--- config.mk ---
export PLATFORM = sky130hd
export DESIGN_NAME = bit_deserializer
export DESIGN_NICKNAME = d
export VERILOG_FILES = /design/src/rtl/bit_deserializer_pkg.sv /design/src/rtl/deser_bit_counter.sv /design/src/rtl/bit_deserializer.sv
export SDC_FILE = /design/constraint.sdc
export NUM_CORES = 1
export LEC_CHECK = 0
export ABC_AREA = 1
export CORE_MARGIN = 10
export CORE_UTILIZATION = 55
export DETAILED_ROUTE_END_ITERATION = 16
export GPL_TIMING_DRIVEN = 0
export PLACE_DENSITY = 0.92
export SLEW_MARGIN = 10
export SYNTH_ARGS = -nofsm -noshare
export SYNTH_HDL_FRONTEND = slang
export SYNTH_SLANG_ARGS = --single-unit
--- constraint.sdc ---
create_clock -name clk_i -period 2.2 [get_ports clk_i]
set_input_delay 0.33 -clock clk_i [delete_from_list [all_inputs] [get_ports clk_i]]
set_output_delay 0.33 -clock clk_i [all_outputs]
set_load 0.01 [all_outputs]
--- src/rtl/bit_deserializer_pkg.sv ---
// bit_deserializer_pkg: shared FSM state type and counter width helper for the deserializer.
package bit_deserializer_pkg;

    typedef enum logic {ST_IDLE, ST_FILL} state_t;

    function automatic int cnt_width(input int w);
        return $clog2(w) + 1;
    endfunction

endpackage

--- src/rtl/deser_bit_counter.sv ---
// deser_bit_counter: counts accepted bits of the current word; clr wins over inc.
module deser_bit_counter
    import bit_deserializer_pkg::*;
#(
    parameter int WIDTH = 4
) (
    input  logic                         clk_i,
    input  logic                         rst_i,
    input  logic                         inc,
    input  logic                         clr,
    output logic [cnt_width(WIDTH)-1:0]  cnt,
    output logic                         full,
    output logic                         empty
);
    localparam int CW = cnt_width(WIDTH);

    always_comb begin
        full  = inc && (cnt == CW'(WIDTH - 1));
        empty = (cnt == '0);
    end

    always_ff @(posedge clk_i or posedge rst_i)
        if (rst_i)
            cnt <= '0;
        else if (clr)
            cnt <= '0;
        else if (inc)
            cnt <= cnt + CW'(1);

endmodule

--- src/rtl/bit_deserializer.sv ---
// bit_deserializer: serial-to-parallel word assembler with flush and error pulses.
// Define BIT_DESERIALIZER_LSB_FIRST_EN to place the first bit at bit 0 instead of WIDTH-1.
module bit_deserializer
    import bit_deserializer_pkg::*;
#(
    parameter int WIDTH = 4
) (
    input  logic                         clk_i,
    input  logic                         rst_i,
    input  logic                         en_i,
    input  logic                         data_i,
    input  logic                         data_val_i,
    input  logic                         flush_i,
    output logic [WIDTH-1:0]             deser_data_o,
    output logic [cnt_width(WIDTH)-1:0]  deser_len_o,
    output logic                         deser_data_val_o,
    output logic                         err_o
);
    localparam int CW = cnt_width(WIDTH);

    state_t           state;
    logic [WIDTH-1:0] shreg;
    logic [WIDTH-1:0] word_nxt;
    logic [WIDTH-1:0] mask;
    logic [CW-1:0]    cnt;
    logic [CW-1:0]    len_nxt;
    logic [CW-1:0]    pos;
    logic             acc;
    logic             full;
    logic             empty;
    logic             emit;
    logic             err;

    deser_bit_counter #(.WIDTH(WIDTH)) u_cnt (
        .clk_i (clk_i),
        .rst_i (rst_i),
        .inc   (acc),
        .clr   (emit),
        .cnt   (cnt),
        .full  (full),
        .empty (empty)
    );

    // A bit accepted alongside a flush is merged into the word before it is emitted.
    always_comb begin
        acc      = en_i & data_val_i;
`ifdef BIT_DESERIALIZER_LSB_FIRST_EN
        pos      = cnt;
`else
        pos      = CW'(WIDTH - 1) - cnt;
`endif
        mask     = WIDTH'(1) << pos;
        word_nxt = (acc && data_i) ? (shreg | mask) : shreg;
        len_nxt  = cnt + CW'(acc);
        emit     = full | (flush_i & (acc | ~empty));
        err      = (data_val_i & ~en_i) | (flush_i & ~acc & (state == ST_IDLE));
    end

    always_ff @(posedge clk_i or posedge rst_i) begin
        if (rst_i) begin
            state            <= ST_IDLE;
            shreg            <= '0;
            deser_data_o     <= '0;
            deser_len_o      <= '0;
            deser_data_val_o <= 1'b0;
            err_o            <= 1'b0;
        end else begin
            deser_data_val_o <= emit;
            err_o            <= err;
            if (emit) begin
                deser_data_o <= word_nxt;
                deser_len_o  <= len_nxt;
                shreg        <= '0;
                state        <= ST_IDLE;
            end else begin
                shreg        <= word_nxt;
                if (acc)
                    state    <= ST_FILL;
            end
        end
    end

endmodule
==> summary.rpt <==
==== FLOW RESULTS ====
----------------------------------------------------
[Status]
  Status ........................ finished clean

[Clock tree]
  CTS Sinks ........................ 17
  CTS clock-pin slew for the worst setup and hold paths ........................ ~100 ps
  Number of buffers added by the clock tree synthesis step ........................ 3
  CTS Root Buffer Type ........................ sky130_fd_sc_hd__clkbuf_4

[Timing]
  Largest clock skew in the final design ........................ around 4 ps
  Number of failing setup endpoints in the final timing report ........................ 0
  Measured slew at the worst slew-check pin ........................ 641 ps
  Headroom to the max-slew limit ........................ 0.572
  Achievable frequency ........................ about 0.65 GHz

[Yosys]
  Cell types with the largest area share after synthesis ........................ sky130_fd_sc_hd__dfrtp_1 46%, sky130_fd_sc_hd__ha_1 9.5%, sky130_fd_sc_hd__nand2_1 9.0%
  Adder-Cell Fraction of Synth Area ........................ 0.0950
  Area leader share ........................ 0.461
  Chip area from the yosys synthesis statistics ........................ between 900 and 1000 sq um
  Average footprint of a synthesized cell ........................ ~9 sq um
  Sequential element share of the synthesized area ........................ 0.461
  Synthesis-stage register bit count ........................ 17
  Post-synth top flop ........................ sky130_fd_sc_hd__dfrtp_1
  Yosys Instances ........................ roughly 100
  Warnings from Yosys ........................ 0

[Global route]
  Maximum number of pins on one net before global-route repair ........................ 18
  Vias in the first global route ........................ 634
  Wire length of the first global-routing pass ........................ 2900 microns
  Grt total ovfl ........................ 0

[Detailed routing]
  First-iteration detailed-routing DRC count ........................ 4
  DRC violation count after routing ........................ 0
  Post-route antenna net violation count ........................ 0
  Number of detailed-routing iterations run before antenna repair ........................ 4

[Setup path]
  Worst-path cell chain ........................ clkdlybuf4s50_1
  Arr. time, crit path ........................ between 1000 and 1500 ps
  Kind of end point of the critical path ........................ output port
  Worst stage delay on the critical path ........................ around 550 ps
  Data required time at the worst endpoint ........................ between 1500 and 2000 ps
  Critical Path Source Type ........................ flop
  Slowest CP cell ........................ sky130_fd_sc_hd__clkdlybuf4s50_1

[Floorplan]
  Number of well-tap cells placed ........................ 16
  Die Y-Extent ........................ slightly above 60 microns

[Pwr]
  P per Cell Area ........................ about 1000 nW/um^2

[Layout]
  Multi-In Gates ........................ roughly 63
  Footprint of the flip-flops and latches ........................ approximately 430 sq um
  Proportion of final cell area spent on non-clock buffers ........................ 0.150

[Run]
  Count of warning messages emitted by the tools ........................ 29

----------------------------------------------------
## where the power goes
part	switching [mW]	leakage (nW)	internal [mW]	total, mW
logic	0.280	0.358	0.240	0.521
clock network	0.0987	0.0150	0.0707	0.169
registers	0.0630	0.226	0.406	0.469
## synth_stat cells, types with 2 or more instances
library cell,count
sky130_fd_sc_hd__nand2_1,22
sky130_fd_sc_hd__inv_1,18
sky130_fd_sc_hd__dfrtp_1,17
sky130_fd_sc_hd__nor2_1,14
sky130_fd_sc_hd__ha_1,7
sky130_fd_sc_hd__nand3_1,7
sky130_fd_sc_hd__nand2_4,4
sky130_fd_sc_hd__nand3_4,2
sky130_fd_sc_hd__o21ai_0,2
sky130_fd_sc_hd__xor2_1,2
## final timing paths
check | from | to | slack, ps
max in group asynchronous | rst_i | shreg[0] | 1380
setup reg to reg | u_cnt.cnt[1] | deser_data_o[0] | 710
setup / recovery | deser_data_o[3] | deser_data_o[3] | 670
hold / removal | rst_i | deser_len_o[1] | 410
hold reg to reg | deser_len_o[1] | deser_len_o[1] | 520
min in group clk_i | deser_len_o[1] | deser_len_o[1] | 520
## registers in the layout (all words and copies together), names as in the netlist
register	flops
state	1
err_o	1
deser_data_val_o	1
u_cnt.cnt	3
shreg	4
deser_len_o	3
deser_data_o	4
## per-layer routing
layer	track usage	routed length, microns	up-vias
met5	0	0	-
met4	0.0564	38	0
met3	0.0376	126	7
met2	0.164	822	13
met1	0.120	726	299
li1	-	-	341
## metrics by stage
stage	util	std cells	instance area [sq um]	hold WS (ps)	power [mW]
floorplan	-	102	922	256	0.819
global placement	0.702	132	1080	491	0.974
detailed placement	0.702	132	1080	496	1.00
CTS	0.719	136	1110	436	1.17
global route	0.719	136	1110	464	1.25
finish	0.719	136	1110	407	1.16
==> images/placement.png <==
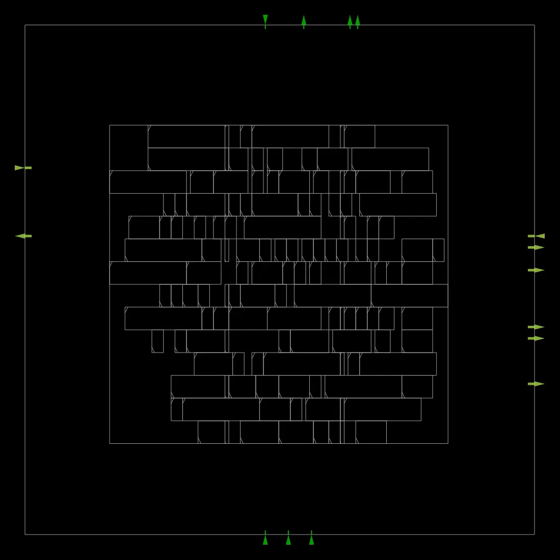
# rows: 14
share of the final layout cell area in sequential cells: 0.384
flip-flop and latch count: 17
Layout fillers: 115

==> images/wires.png <==
Two of the layers only.
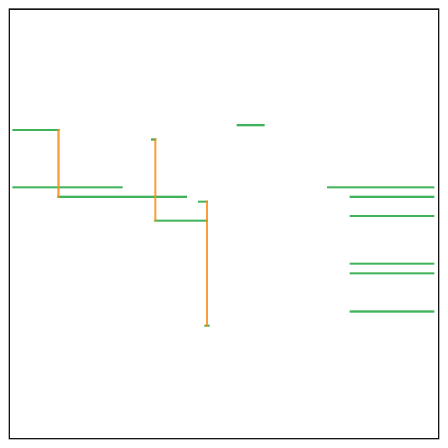
- green: metal 3 (wire length 126 microns)
- orange: metal 4 (wire length 38.8 microns)
routed vias: 660
global routing usage summed across all routing layers: 0.104

==> images/flops_by_reg.png <==
Other sequential cells in the stronger gray, the rest of the logic in the fainter gray.
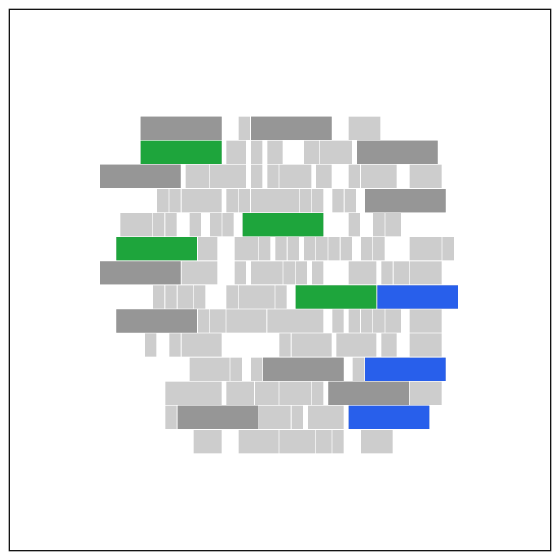
- green: shreg (sequential cells 4; where center)
- blue: deser_len_o (sequential cells 3)
- not colored: 10

==> images/io_fan.png <==
Scale bar: 20 microns.
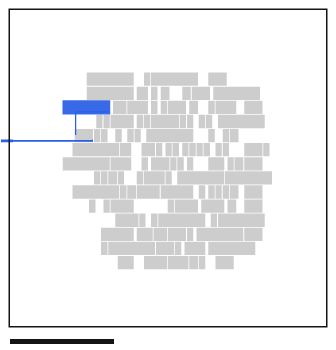
- blue: deser_data_val_o (bits 1; direction output; edge west; end cells 1; buffers 1; wire 26.4 microns)
IO Pins: 15
input/output buffers: 14

==> images/layer_met2.png <==
Scale bar: 20 microns.
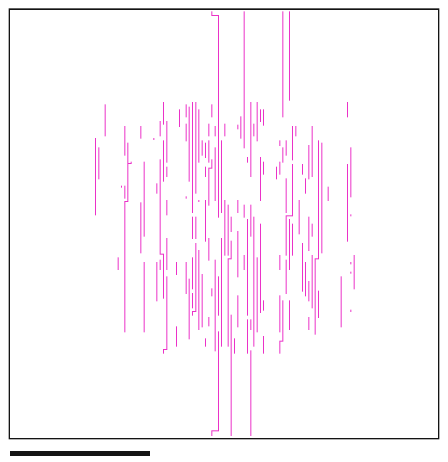
- wire length on this layer: 823 microns
- share of all routed wire: 48%
- nets with wire on the layer: 98

Power and IR drop assume default switching activity.
